==> config.mk <==
export PLATFORM = sky130hd
export DESIGN_NAME = lcd_controller_flat
export DESIGN_NICKNAME = d
export VERILOG_FILES = /design/src/rtl/lcd_controller_if.sv /design/src/rtl/lcd_controller.sv /design/src/flat_wrapper.sv
export SDC_FILE = /design/constraint.sdc
export NUM_CORES = 1
export LEC_CHECK = 0
export CORE_MARGIN = 10
export CORE_UTILIZATION = 57
export DETAILED_ROUTE_END_ITERATION = 10
export GPL_TIMING_DRIVEN = 0
export PLACE_DENSITY_LB_ADDON = 0.12
export REMOVE_ABC_BUFFERS = 1
export SETUP_SLACK_MARGIN = 0.3
export SYNTH_ARGS = -nofsm -noshare
export SYNTH_HDL_FRONTEND = slang
export SYNTH_SLANG_ARGS = --single-unit
==> constraint.sdc <==
create_clock -name clk -period 3.1 [get_ports clk]
set_input_delay 0.465 -clock clk [delete_from_list [all_inputs] [get_ports clk]]
set_output_delay 0.465 -clock clk [all_outputs]
set_load 0.05 [all_outputs]
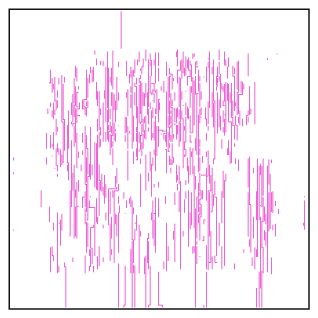
run_1/layer_met2.png
Scale: 3 px per µm.
main direction: vertical
longest straight run: 35.4 µm
wire length on this layer: 3,660 µm
nets with wire on the layer: 304
GR Layer Usage met2: 24.6%
Post-Route WL: 7740 µm
vias: 2,479

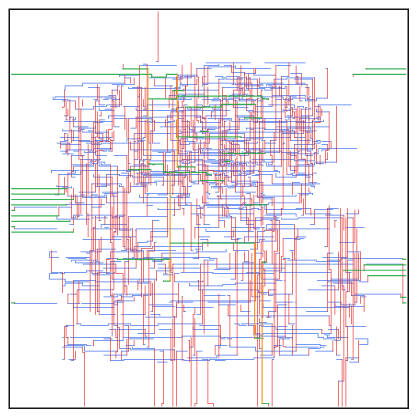
run_1/wires.png
Scale: 4 px per µm.
| layer | color | wire length |
|---|---|---|
| metal 2 | red | 3,660 µm |
| metal 4 | orange | 133 µm |
| metal 3 | green | 376 µm |
| metal 1 | blue | 3,580 µm |
Tot GR Track Use: 15.7%
WL per Instance: 18.8 µm

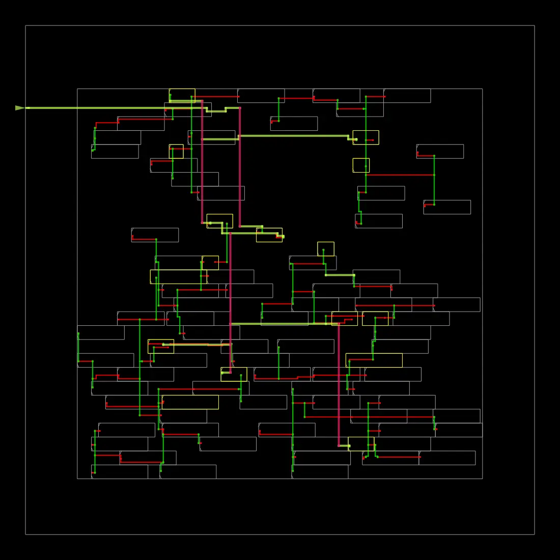
run_1/clocks.png
total CTS buffers: 9
flop count: 74
Final Skew: 0.00623 ns

==> results.cfg, run 1 <==
; yosys + openroad results
[grt]
grt_pass1_wl_um = 12400
grt_max_degree = 38

[clocking]
ctsLongestPathBuffers = 2
cts.sinks = 74

[synthesis]
syn_area_um2 = 3590
syn_avg_cell_area_um2 = 12.2
synth-simple-area-share_pct = 15.1
ys_cells = 295
synth_warnings = 0
synth_cell_types = 56
mux_share_pct = 9.09
numSynthFlops = 74
synth-edff-count = 36
postSynthSeqShare_pct = 56.5

[hold_path]
hp-class = in -> async

[routing]
drt-initial-drc-count = 177
routed_via_density = 6.03
drcViolationCount = 0
firstDrtPassIters = 4

[floorplanning]
io_pins = 34
die-height_um = 99.4
fp.dieArea_um2 = 9880
num_rows = 28
fp-utilization_pct = 59.6

[finish]
n_antenna_cell = 0
nets = 352
area_growth_pct = 18.4
comb_area_um2 = 1480

[outcome]
status = finished, final reports clean

[placed_design]
dp_hpwl_um = 5020
placed_area_um2 = 3900
gp_congestion = 0.888

[sta]
finalSetupViolations = 0
fmax_ghz = 0.369
drv_slew = 0
finalCritPeriodShare_pct = 87.5
fin_setup_tns_ns = 0
tightest_slew_ns = 0.706
fin_crit_ns = 2.71
grt_setup_unrepaired = no
hold_slack_ns = 0.425

[job]
cap_violations = 0

[critical_path]
critical_path_class = in -> out
end_kind = primary output

[power_and_ir_drop]
p_leak_nw = 1.63
## run 1: critical path: stages
cell	delay (ns)
clkdlybuf4s50_1	0.48
nor2b_1	0.29
and3_1	0.20
clkdlybuf4s50_1	0.81
## run 1: cells in the mapped netlist (all sizes together) (3+ instances only)
library cell	number	share of area (%)
nand2b	3	0.52
dfrtp	38	26
ha	6	2.1
mux4	9	5.6
inv	10	1.0
nor2	19	2.1
o21ai	19	2.6
xnor2	6	1.5
a211oi	4	1.3
and2	9	1.6
nand3	4	0.56
nand2	20	2.1
clkbuf	5	0.52
mux2	11	3.4
nor2b	3	0.52
a21oi	13	1.8
nor4	11	2.1
buf	13	2.2
o211ai	5	1.0
edfxtp	36	30
nor3	11	1.5
or4	3	0.73
nand4	4	0.70
## run 1: per-layer routing
metal	vias up	part of all wire, %	global-route usage [%]
li1	1169	-	-
met1	1247	46	19.8
met2	50	47	24.6
met3	13	4.9	5.12
met4	0	1.7	5.84
met5	-	0	0
## run 1: kinds of logic (layout without fill, tap and decap cells)
kind of cell | Yosys count | count (layout)
simple gates | 99 | 99
flops | 74 | 74
compound gates | 58 | 59
buf+inv | 28 | 64
mux | 20 | 20
xor+xnor | 8 | 8
fa+ha+maj | 7 | 7
other cells | 1 | 5
## run 1: per-stage QoR
stage | util (%) | setup slack [ns] | std cells
finish | 70.6 | 0.389 | 411
global route | 70.6 | 0.245 | 411
CTS | 69.9 | 0.353 | 408
detailed placement | 64.7 | -0.843 | 385
global placement | 64.5 | -0.778 | 384
floorplan | - | 0.0841 | 281
## run 1: cell usage in the layout (no fill, tap or decap), types with 10 or more instances in the layout
| cell type | count |
|---|---|
| a21oi_1 | 13 |
| clkdlybuf4s50_1 | 25 |
| dfrtp_1 | 38 |
| edfxtp_1 | 36 |
| inv_1 | 10 |
| mux2_2 | 10 |
| nand2_1 | 20 |
| nor2_1 | 18 |
| nor3_1 | 11 |
| o21ai_0 | 16 |
## run 1: timing repair
action	in CTS	in global routing
setup buffers	5	3
hold endpoints to repair	1	0
setup endpoints to repair	62	48
hold buffers	1	0
cloned	1	0
gates resized	3	8
pin swaps	2	1
## run 1: final cells by class
class / count / share of cell area, %
clock buffer: 9 / 2.91
clock inverter: 7 / 2.91
inverter: 10 / 0.882
multi-input combinational: 198 / 34.9
sequential: 74 / 47.8
tap: 75 / 2.21
timing repair buffer: 38 / 8.44
## run 1: report_power, final
| part | leakage (nW) | switching (W) | total, W | internal [W] |
|---|---|---|---|---|
| clock network | 0.120 | 0.000379 | 0.000920 | 0.000541 |
| registers | 0.790 | 0.000314 | 0.00157 | 0.00126 |
| logic | 0.720 | 0.000676 | 0.00124 | 0.000568 |
--- run 2 (diff from run 1) ---
--- a/config.mk
+++ b/config.mk
@@ -5,6 +5,7 @@
 export SDC_FILE = /design/constraint.sdc
 export NUM_CORES = 1
 export LEC_CHECK = 0
+export ABC_AREA = 1
 export CORE_MARGIN = 10
 export CORE_UTILIZATION = 57
 export DETAILED_ROUTE_END_ITERATION = 10
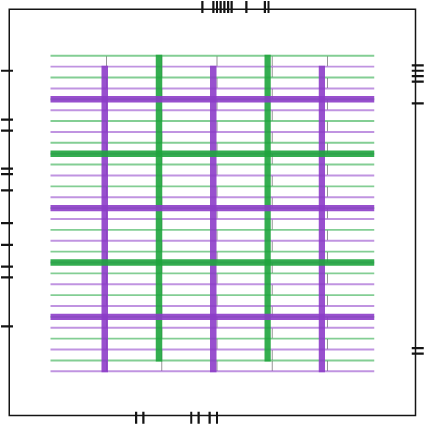
run_2/power_grid.png
Scale: 4 px per µm. Pins as bars on the die edge. Tap cells in gray.
| net | color |
|---|---|
| VDD | green |
| VSS | purple |
signal pins: 34
met1 rails: 30
met5 straps: 5
rows: 29
Die Height: 101 µm
maximum VDD drop: 0.362 mV
core area: 6390 µm²

==> run 2 against run 1 <==
Hold slack lost 0.20 ns. Worst setup slack improved by 0.058 ns. Utilization fell by 4.4 points. Count of clock-buffer cells in the layout increased by 1. Fmax increased by 2.2%. Critical path type unchanged.
==> results.cfg, run 2 <==
; yosys + openroad results
[finish]
nets = 470
lay_top_count = nor2_1
layout_top_cells = 78 x nor2_1, 71 x nand2_1, 45 x inv_1, 38 x dfrtp_1, 36 x edfxtp_1
drive_above_1_share_pct = 9.25
largest_register_ffs = 36
area_growth_pct = 12.5
n_antenna_cell = 0
fin_cells = 531
comb_area_um2 = 1470

[synthesis]
numSynthFlops = 74
ff_type = dfrtp_1
synth_cell_types = 39
yosysMostFrequentCell = nor2_1
syn_area_um2 = 3760
postSynthSeqShare_pct = 54.1
ys_cells = 419
top_area_cell = edfxtp_1
syn_avg_cell_area_um2 = 8.97
top_cells_by_count = 78 x nor2_1, 71 x nand2_1, 45 x inv_1
synth.top_cell.area_share_pct = 28.8
synth_warnings = 0
area_leaders = edfxtp_1 29%, dfrtp_1 25%, nor2_1 7.8%
synth-edff-count = 36

[clocking]
clock_latency_ns = 0.35
cts_buffers = 9
cts_tree = yes
cts_root_buf = clkbuf_8
holdBufCountCts = 0
clk_pin_slew_ns = 0.08
cts_setup_buffers = 0
cts.sinks = 74
cts.repair.resized = 0
ctsLongestPathBuffers = 2

[sta]
finalCritPeriodShare_pct = 85.6
fmax_ghz = 0.377
finalSetupViolations = 0
grt_setup_unrepaired = yes
skew_ns = 0.00953
tightest_slew_ns = 0.900
fin_setup_tns_ns = 0
slew_headroom_pct = 39.8
drv_slew = 0
hold_viol = 0
fin_crit_ns = 2.65

[placed_design]
io_buffers = 28
dp_hpwl_um = 5300
placed_area_um2 = 4060
gp_congestion = 0.932
numPlacedInstances = 515

[power_and_ir_drop]
p_total_w = 0.00205
p_leak_nw = 1.83

[job]
cap_violations = 0
openroad.warnings = 30

[floorplanning]
fp-utilization_pct = 58.9
io_pins = 34
num_rows = 29
fp.dieArea_um2 = 10200
chipWidth_um = 101

[routing]
firstDrtPassIters = 4
drcViolationCount = 0
routed_via_density = 5.26
vias = 2795
drt-initial-drc-count = 85

[hold_path]
hp-class = in -> async

[grt]
grt_max_degree = 39
antenna_found_initial = 0
grt_pass1_wl_um = 12600
first_global_vias = 2756
grt_overflow_total = 0

[critical_path]
end_kind = primary output
critical_path_class = in -> out
crit_fanout = 5
reg2reg_slack_ns = 0.46
rr_worst_depth = 12

[outcome]
status = finished, final reports clean
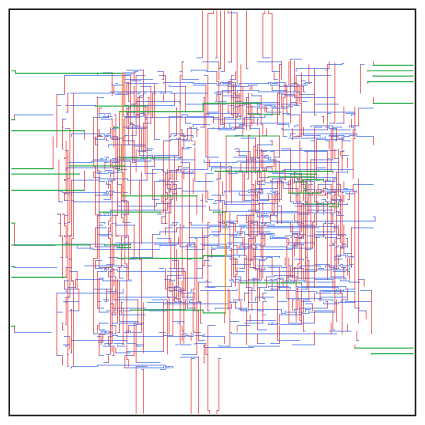
run_2/wires.png
Scale: 4 px per µm.
| layer | color | wire length |
|---|---|---|
| metal 2 | red | 3,800 µm |
| metal 4 | orange | 55.8 µm |
| metal 1 | blue | 3,140 µm |
| metal 3 | green | 495 µm |
Post-Route WL: 7490 µm
Tot GR Track Use: 15.5%
WL per Instance: 14.1 µm

==> run 2: netlist changes by cell type after synthesis, moves of 9 or more <==
cell     change
xor2_1       +9
mux4_2       -9
nand3_1     +22
mux2_2      -10
nor2_1      +60
inv_1       +35
o21ai_0     +14
nor3_1       -9
nand2_1     +51
and2_1       -9
nor4_1       -9
==> run 2: final cells by class <==
type                    count  area share, %
repair buffers             28           6.57
flip-flops and latches     74           48.0
clock buffers              10           3.02
well taps                  77           2.28
multi-input cells         288           34.8
inverters                  48           4.29
clock inverters             6           1.01
==> run 2: critical path, cell delays in order <==
cell and delay (ns):
clkdlybuf4s50_1 0.49, nor2_1 0.19, inv_1 0.11, nor2_1 0.12, clkdlybuf4s50_1 0.81
==> run 2: per-layer routing <==
metal  part of all wire, %  GRT usage [%]  vias to the layer above
met4                  0.73           5.57                        0
met1                    42           17.4                     1299
li1                      -              -                     1423
met2                    51           27.0                       68
met3                   6.6           5.11                        5
met5                     0              0                        -
==> run 2: logic make-up (layout without fill, tap and decap cells) <==
family                     after synthesis  count (layout)  share of synthesized area [%]
AOI/OAI and AO/OA                       57              57                           8.12
DFF                                     74              74                           54.1
xor gates and xnor gates                12              12                           2.80
and+or+nand+nor                        207             207                           25.2
buffers and inverters                   61              92                           7.19
adders and majority gates                7               7                           2.53
other                                    1               5                         0.0998
==> run 2: report_power, final <==
part,internal [W],switching (W)
combinational,0.0000868,0.000175
clock,0.000293,0.000367
sequential,0.00110,0.0000371
==> run 2: per-stage QoR <==
step / hold slack, ns / utilization (%) / setup WS [ns]
floorplan: 0.169 / - / 0.407
global placement: 0.491 / 63.6 / 0.434
detailed placement: 0.520 / 63.5 / 0.404
CTS: 0.259 / 66.2 / 0.409
global route: 0.295 / 66.2 / 0.210
finish: 0.225 / 66.2 / 0.446
Power figures rest on the tool's default switching activity, not on a simulated workload.
